--- config.mk ---
export PLATFORM = sky130hd
export DESIGN_NAME = mem_arbiter
export DESIGN_NICKNAME = d
export VERILOG_FILES = /design/src/rtl/mem_arbiter.sv
export SDC_FILE = /design/constraint.sdc
export NUM_CORES = 1
export LEC_CHECK = 0
export ABC_AREA = 1
export CAP_MARGIN = 20
export CORE_AREA = 3 3 289 291
export DETAILED_ROUTE_END_ITERATION = 7
export DIE_AREA = 0 0 292 294
export GPL_TIMING_DRIVEN = 0
export PLACE_DENSITY = 0.44
export SETUP_SLACK_MARGIN = 0.05
export SYNTH_ARGS = -nofsm -noshare
export SYNTH_HDL_FRONTEND = slang
export SYNTH_SLANG_ARGS = --single-unit
export TNS_END_PERCENT = 30
--- constraint.sdc ---
create_clock -name clk -period 1.6 [get_ports clk]
set_input_delay 0.32 -clock clk [delete_from_list [all_inputs] [get_ports clk]]
set_output_delay 0.32 -clock clk [all_outputs]
set_load 0.01 [all_outputs]
--- src/rtl/mem_arbiter.sv ---
// rtl/mem_arbiter.sv - two-requester round-robin cache-line memory arbiter with timeout abort
module mem_arbiter #(
    parameter int ADDR_W  = 32,
    parameter int LINE_W  = 128,
    parameter int TIMEOUT = 255
) (
    input  logic              clk,
    input  logic              rst,
    input  logic              i_cs,
    input  logic              i_we,
    input  logic [ADDR_W-1:0] i_addr,
    input  logic [LINE_W-1:0] i_wdata,
    input  logic              d_cs,
    input  logic              d_we,
    input  logic [ADDR_W-1:0] d_addr,
    input  logic [LINE_W-1:0] d_wdata,
    output logic              i_ack,
    output logic              d_ack,
    output logic [LINE_W-1:0] rdata,
    output logic              mem_cs,
    output logic              mem_we,
    output logic [ADDR_W-1:0] mem_addr,
    output logic [LINE_W-1:0] mem_wdata,
    input  logic              mem_ack,
    input  logic [LINE_W-1:0] mem_rdata,
    output logic              err
);

    typedef enum logic [1:0] {
        IDLE    = 2'd0,
        BUSY    = 2'd1,
        RELEASE = 2'd2
    } state_t;

    localparam logic [7:0] TMO = 8'(TIMEOUT);

    state_t     state;
    state_t     state_nxt;
    logic [7:0] wait_cnt;
    logic       last_d;   // 1: D side was served last, so I wins the next tie
    logic       owner_d;  // 1: current transaction belongs to the D side
    logic       grant_i;
    logic       grant_d;
    logic       done;
    logic       timeout;

    // Grant decode and BUSY termination conditions; mem_ack beats the timeout
    always_comb begin
        grant_i = 1'b0;
        grant_d = 1'b0;
        done    = 1'b0;
        timeout = 1'b0;
        if (state == IDLE) begin
            grant_i = i_cs && (!d_cs || last_d);
            grant_d = d_cs && (!i_cs || !last_d);
        end
        if (state == BUSY) begin
            done    = mem_ack;
            timeout = !mem_ack && (wait_cnt == TMO);
        end
    end

    // Next-state logic
    always_comb begin
        state_nxt = state;
        case (state)
            IDLE:    if (grant_i || grant_d) state_nxt = BUSY;
            BUSY:    if (done || timeout)    state_nxt = RELEASE;
            RELEASE: state_nxt = IDLE;
            default: state_nxt = IDLE;
        endcase
    end

    // State register
    always_ff @(posedge clk or negedge rst) begin
        if (!rst) begin
            state <= IDLE;
        end else begin
            state <= state_nxt;
        end
    end

    // Registered memory request, completion pulses, read data and wait counter
    always_ff @(posedge clk or negedge rst) begin
        if (!rst) begin
            mem_cs    <= 1'b0;
            mem_we    <= 1'b0;
            mem_addr  <= '0;
            mem_wdata <= '0;
            rdata     <= '0;
            i_ack     <= 1'b0;
            d_ack     <= 1'b0;
            err       <= 1'b0;
            wait_cnt  <= 8'd0;
            last_d    <= 1'b1;
            owner_d   <= 1'b0;
        end else begin
            i_ack <= 1'b0;
            d_ack <= 1'b0;
            err   <= 1'b0;
            if (grant_i || grant_d) begin
                owner_d   <= grant_d;
                mem_cs    <= 1'b1;
                mem_we    <= grant_d ? d_we    : i_we;
                mem_addr  <= grant_d ? d_addr  : i_addr;
                mem_wdata <= grant_d ? d_wdata : i_wdata;
                wait_cnt  <= 8'd0;
            end else if (done || timeout) begin
                mem_cs <= 1'b0;
                i_ack  <= !owner_d;
                d_ack  <= owner_d;
                err    <= timeout;
                last_d <= owner_d;
                if (done && !mem_we) begin
                    rdata <= mem_rdata;
                end
            end else if (state == BUSY) begin
                wait_cnt <= wait_cnt + 8'd1;
            end
        end
    end

endmodule

==> out/results.ini, run 1 <==
[final_layout]
antenna_cells = 5
inverters = 15
syn_to_final_growth_pct = 95.22
layout_top_cells = clkdlybuf4s50_1, nand2_1, dfrtp_1
largest_class = non-clock buffers

[die]
die_h_um = 294
fp.coreArea_sq_um = 80810
tap_cells = 1060
die_x_um = 292

[yosys]
yosysWarningCount = 0
xor_share = 0.0006753
ys_sh_adder = 0.0009647
ys_seq_frac = 0.5886
ys_chip_area_sq_um = 12970
syn_area_sq_um = 12970
synth.comb.largest_family = simple AND/OR/NAND/NOR gates

[critical_path]
end_kind = flip-flop
crit_path_start = state[1]
r2r_end = mem_wdata[112]
critPathLaunchType = flip-flop

[sta]
worst_pin_slew_ns = 0.7726
rsz0062_at_grt = yes
timing.final.ws_setup_ns = -0.1959
finalSetupViolCount = 250

[clock_tree]
cts_tree = yes
htreeDepth = 2
clk_pin_slew_ns = 0.06
cts_hold_buf = 1

[pwr]
p_int_mw = 27.57
leakage_nw = 11.17
switching_share = 0.4091
p_seq_frac = 0.290
combinationalPowerShare = 0.504
clkPwrFrac = 0.206

[outcome]
status = finished, violations left
violations = setup timing

[placed_design]
place_congestion = 0.8542

[routing]
drtPass1Iterations = 5

[hold_path]
min_path_cells = 3

[global_routing]
grt_pass1_vias = 15000

run 1: Yosys cell counts:
cell	n	area [sq um]
a21oi_1	326	1632
a31oi_1	1	6.260
buf_1	15	56.30
buf_2	67	335.3
buf_4	9	67.56
buf_6	1	11.26
clkbuf_1	20	75.07
clkinv_2	1	5.000
dfrtp_1	304	7607
dfstp_2	1	26.28
ha_1	1	12.51
inv_1	11	41.29
inv_2	1	3.750
nand2_1	452	1697
nand3_1	134	670.6
nand4_1	2	12.51
nor2_1	178	668.1
nor2_2	2	12.51
o21ai_0	1	5.000
o21ai_4	1	16.27
xor2_1	1	8.760
run 1: per-layer routing:
layer,track usage,part of all wire
met3,0.06657,0.089
met2,0.2981,0.50
met5,0,0.0024
met4,0.05397,0.035
met1,0.1864,0.37
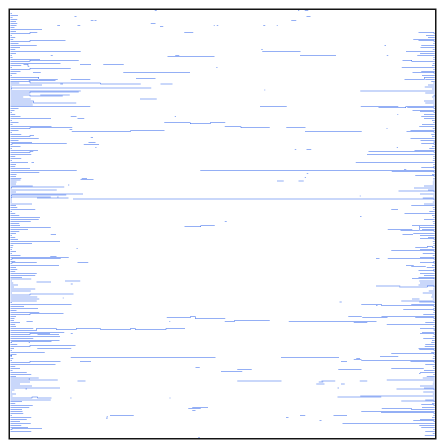
Figure 1: run 1, metal 3.
longest straight run: 248 um
main direction: horizontal
via count: 14380
GR met3 Demand/Resource: 0.06657
Routed WL: 77840 um

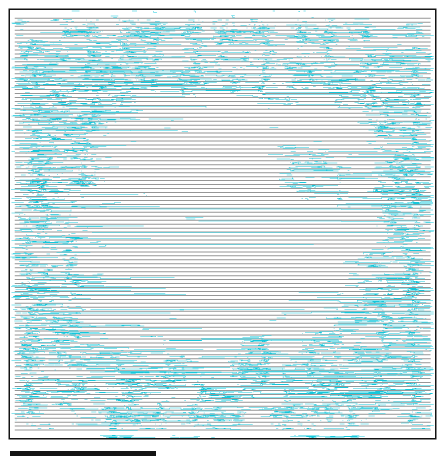
Figure 2: run 1, the metal 1 layer.
Scale bar: 100 um. Supply wires on this layer in grey.
wire length on this layer: 29.0 mm
share of all routed wire: 37%
main direction: horizontal
grt met1 use: 0.1864

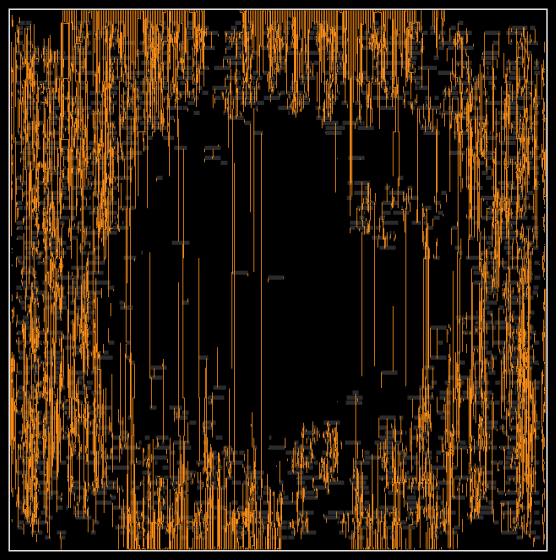
Figure 3: run 1, signal wires on met2.
longest straight run: 210 um
wire length on this layer: 39.0 mm
GRT met2 Usage: 0.2981

Figure 4. Met4 routing (run 1).
Supply wires on this layer in grey.
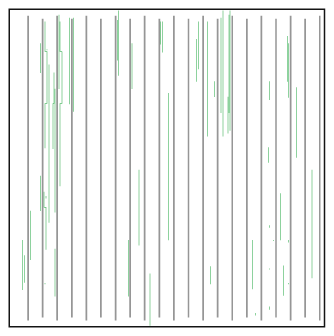

==> run 1 -> run 2 <==
--- a/config.mk
+++ b/config.mk
@@ -7,13 +7,13 @@
 export LEC_CHECK = 0
 export ABC_AREA = 1
 export CAP_MARGIN = 20
-export CORE_AREA = 3 3 289 291
+export CORE_AREA = 2 2 288 290
 export DETAILED_ROUTE_END_ITERATION = 7
-export DIE_AREA = 0 0 292 294
+export DIE_AREA = 0 0 290 292
 export GPL_TIMING_DRIVEN = 0
 export PLACE_DENSITY = 0.44
 export SETUP_SLACK_MARGIN = 0.05
+export SKIP_CTS_REPAIR_TIMING = 1
 export SYNTH_ARGS = -nofsm -noshare
 export SYNTH_HDL_FRONTEND = slang
 export SYNTH_SLANG_ARGS = --single-unit
-export TNS_END_PERCENT = 30
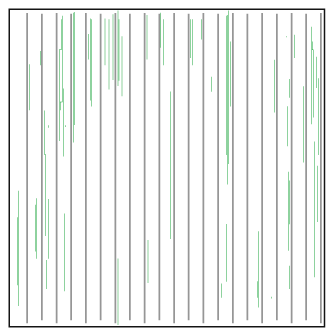
Figure 5: run 2, met4 routing.
Supply wires on this layer in grey.
longest straight run: 156 um
share of all routed wire: 4.4%
main direction: vertical
via count: 14780
Routed WL: 79990 um

==> run 2 against run 1 <==
Effect of this change: the flow finishes with violations (hold timing, setup timing); clock power rose by 1%; worst hold slack got worse by 0.48 ns; combinational power rose by 27%; via count rose by 2.8%; non-clock buffer count rose by 60; setup slack improved by 0.021 ns; sequential cell count did not move; critical path type unchanged.
==> out/results.ini, run 2 <==
[die]
fp.coreArea_sq_um = 81580
die_h_um = 292
die_x_um = 290

[sta]
finalSetupViolCount = 239
finalHoldViolCount = 97
rsz0062_at_grt = yes
timing.final.ws_setup_ns = -0.1749
holdWs_ns = -0.1582
worst_pin_slew_ns = 0.8420

[yosys]
ys_seq_frac = 0.5886
ys_cells = 1529
postSynth.asyncResetShare = 1.000
yosysWarningCount = 0
edf_count = 0
ys.flop_type = dfrtp_1
xor_share = 0.0006753
area_leaders = dfrtp_1, nand2_1, a21oi_1, nand3_1, nor2_1
synth_area_leader_cell = dfrtp_1
ys_sh_adder = 0.0009647
top_cell_area_share = 0.5865
syn_area_sq_um = 12970
ys_chip_area_sq_um = 12970

[final_layout]
layout_top_cells = clkdlybuf4s50_1, dfrtp_1, dlymetal6s2s_1
syn_to_final_growth_pct = 125.7

[routing]
drtPass1Iterations = 4
highest_layer = met5
wl_met2_um = 40020
met3_length_um = 6230

[critical_path]
crit_path_start = state[0]
end_kind = flip-flop
crit_fanout = 6
critPathLaunchType = flip-flop
r2r_end = rdata[116]
cp.arrival_ns = 2.21

[global_routing]
use_met1 = 0.1832
globalRouteMet2Util = 0.2788
use_met3 = 0.06051
grt_busiest_layer = met2
grt_pass1_vias = 14860

[pwr]
p_seq_frac = 0.256
switching_share = 0.4033
p_int_mw = 31.77
combinationalPowerShare = 0.561
leakage_nw = 14.58
clkPwrFrac = 0.183

[outcome]
status = finished, violations left
violations = hold timing, setup timing

[clock_tree]
htreeDepth = 2
cts_tree = yes
clk_pin_slew_ns = 0.06

==> run 2: cell counts after synthesis <==
No cell type changed its count.
==> run 2: cell type report <==
type | instances | share of cell area
Timing Repair Buffer | 841 | 0.3359
Sequential cell | 305 | 0.2608
Multi-Input combinational cell | 1099 | 0.2556
Buffer | 112 | 0.05022
Tap cell | 1070 | 0.04573
Clock buffer | 59 | 0.04214
Clock inverter | 13 | 0.005941
Inverter | 13 | 0.002821
Timing Repair inverter | 1 | 0.0005557
Antenna cell | 3 | 0.0002565
==> run 2: critical path, cell delays in order, from the launching register on <==
cell       delay [ns]
dfrtp_1          0.41
nor2_4           0.18
o21ai_4          0.11
clkinv_4         0.08
nor2_4           0.04
buf_12           0.13
buf_8            0.13
buf_12           0.14
buf_12           0.15
clkbuf_16        0.16
nand3_2          0.05
nand2_1          0.05
Figure 6. The metal 1 layer (run 2).
Scale bar: 100 um. Supply wires on this layer in grey.
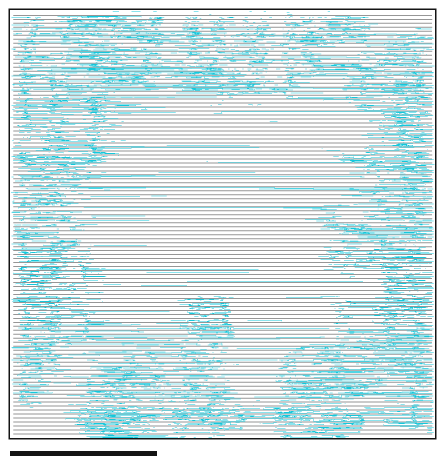

==> run 2 -> run 3 <==
--- a/config.mk
+++ b/config.mk
@@ -14,6 +14,7 @@
 export PLACE_DENSITY = 0.44
 export SETUP_SLACK_MARGIN = 0.05
 export SKIP_CTS_REPAIR_TIMING = 1
+export SLEW_MARGIN = 10
 export SYNTH_ARGS = -nofsm -noshare
 export SYNTH_HDL_FRONTEND = slang
 export SYNTH_SLANG_ARGS = --single-unit
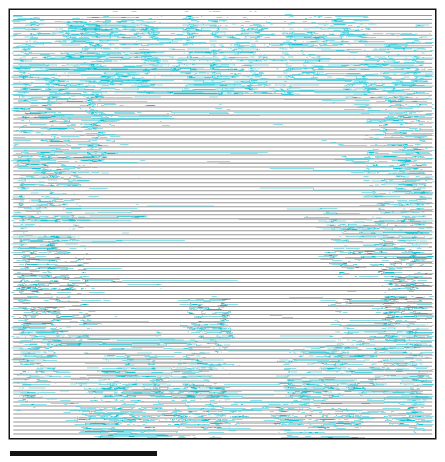
Figure 7: run 3, the metal 1 layer.
Scale bar: 100 um. Supply wires on this layer in grey.
nets with wire on the layer: 2557
wire length on this layer: 29.4 mm
Routed WL: 76230 um
grt met1 use: 0.1823

==> run 3 against run 2 <==
Effect of this change: the flow still finishes with violations (hold timing, setup timing); register-to-register slack barely moved; wire length down 4.7%; synthesized area stayed put; largest cell class unchanged; critical path type is now flip-flop to primary output; total power shrank 6.9%; worst hold slack worse by 0.15 ns; maximum frequency is 2.3% lower; design area shrank 10%; die size unchanged; synthesized cell count is the same; highest routed layer unchanged; final cell count down 0.60%; via count down 1.7%.
==> out/results.ini, run 3 <==
[outcome]
status = finished, violations left
violations = hold timing, setup timing

[yosys]
xor_share = 0.0006753
yosysWarningCount = 0
most_common_cell = nand2_1
syn_area_sq_um = 12970
top_cell_area_share = 0.5865
synth_area_leader_cell = dfrtp_1
edf_count = 0
common_cells = nand2_1, a21oi_1, dfrtp_1
synth.comb.largest_family = simple AND/OR/NAND/NOR gates

[die]
tap_cells = 1070
die_h_um = 292
fp.coreArea_sq_um = 81580
die_x_um = 290

[final_layout]
nClkBuffers = 62
inverters = 14
buf_share = 0.3895
n_all_buffers = 928
flops = 305
comb_share = 0.2135
layout_top_cells = clkdlybuf4s50_1, nand2_1, dfrtp_1
logic_gates = 1099

[critical_path]
cp.arrival_ns = 1.50
critPathLaunchType = flip-flop
crit_path_start = mem_wdata[2]
worst-path-buf-inv = 1
cpPeakStageDelay_ns = 0.58
crit_fanout = 2
path_cells = clkdlybuf4s50_1
end_kind = primary output
slowest_stage = clkdlybuf4s50_1

[sta]
timing.final.ws_setup_ns = -0.2163
finalHoldViolCount = 54
holdWs_ns = -0.3112
finalSetupViolCount = 408
rsz0062_at_grt = yes

[routing]
highest_layer = met5
wirelength_met1_um = 29450
met3_length_um = 5927
wl_met2_um = 37950
drtPass1Iterations = 5

[clock_tree]
htreeDepth = 2

[pwr]
p_int_mw = 30.20
switching_share = 0.3908

-- run 3: cell count changes in the layout (fill, tap and decap cells not counted), moves of 17 or more --
cell	change
nand3_2	-52
clkdlybuf4s50_1	+180
a21oi_1	+154
nand2_4	-105
nand2_2	-64
nand2_1	+170
a21oi_2	-149
clkbuf_16	-17
dlymetal6s2s_1	-154
clkbuf_2	-22
nand3_1	+55
-- run 3: metrics by stage --
step	TNS (ns)	instance area, sq um	power (mW)
after floorplan	0	12970	21.90
after global placement	-4737.67	21790	35.24
after detailed placement	-295.54	21890	35.39
after CTS	-232.83	23250	45.21
after global routing	-93.76	26250	52.58
final	-52.37	26260	49.57
-- run 3: metal layers --
metal  up-vias  track usage
li1       6777            -
met1      7011       0.1823
met2       610       0.2792
met3       125      0.05975
met4        12      0.06771
met5         -            0
Power is estimated from default activity; no workload was simulated.
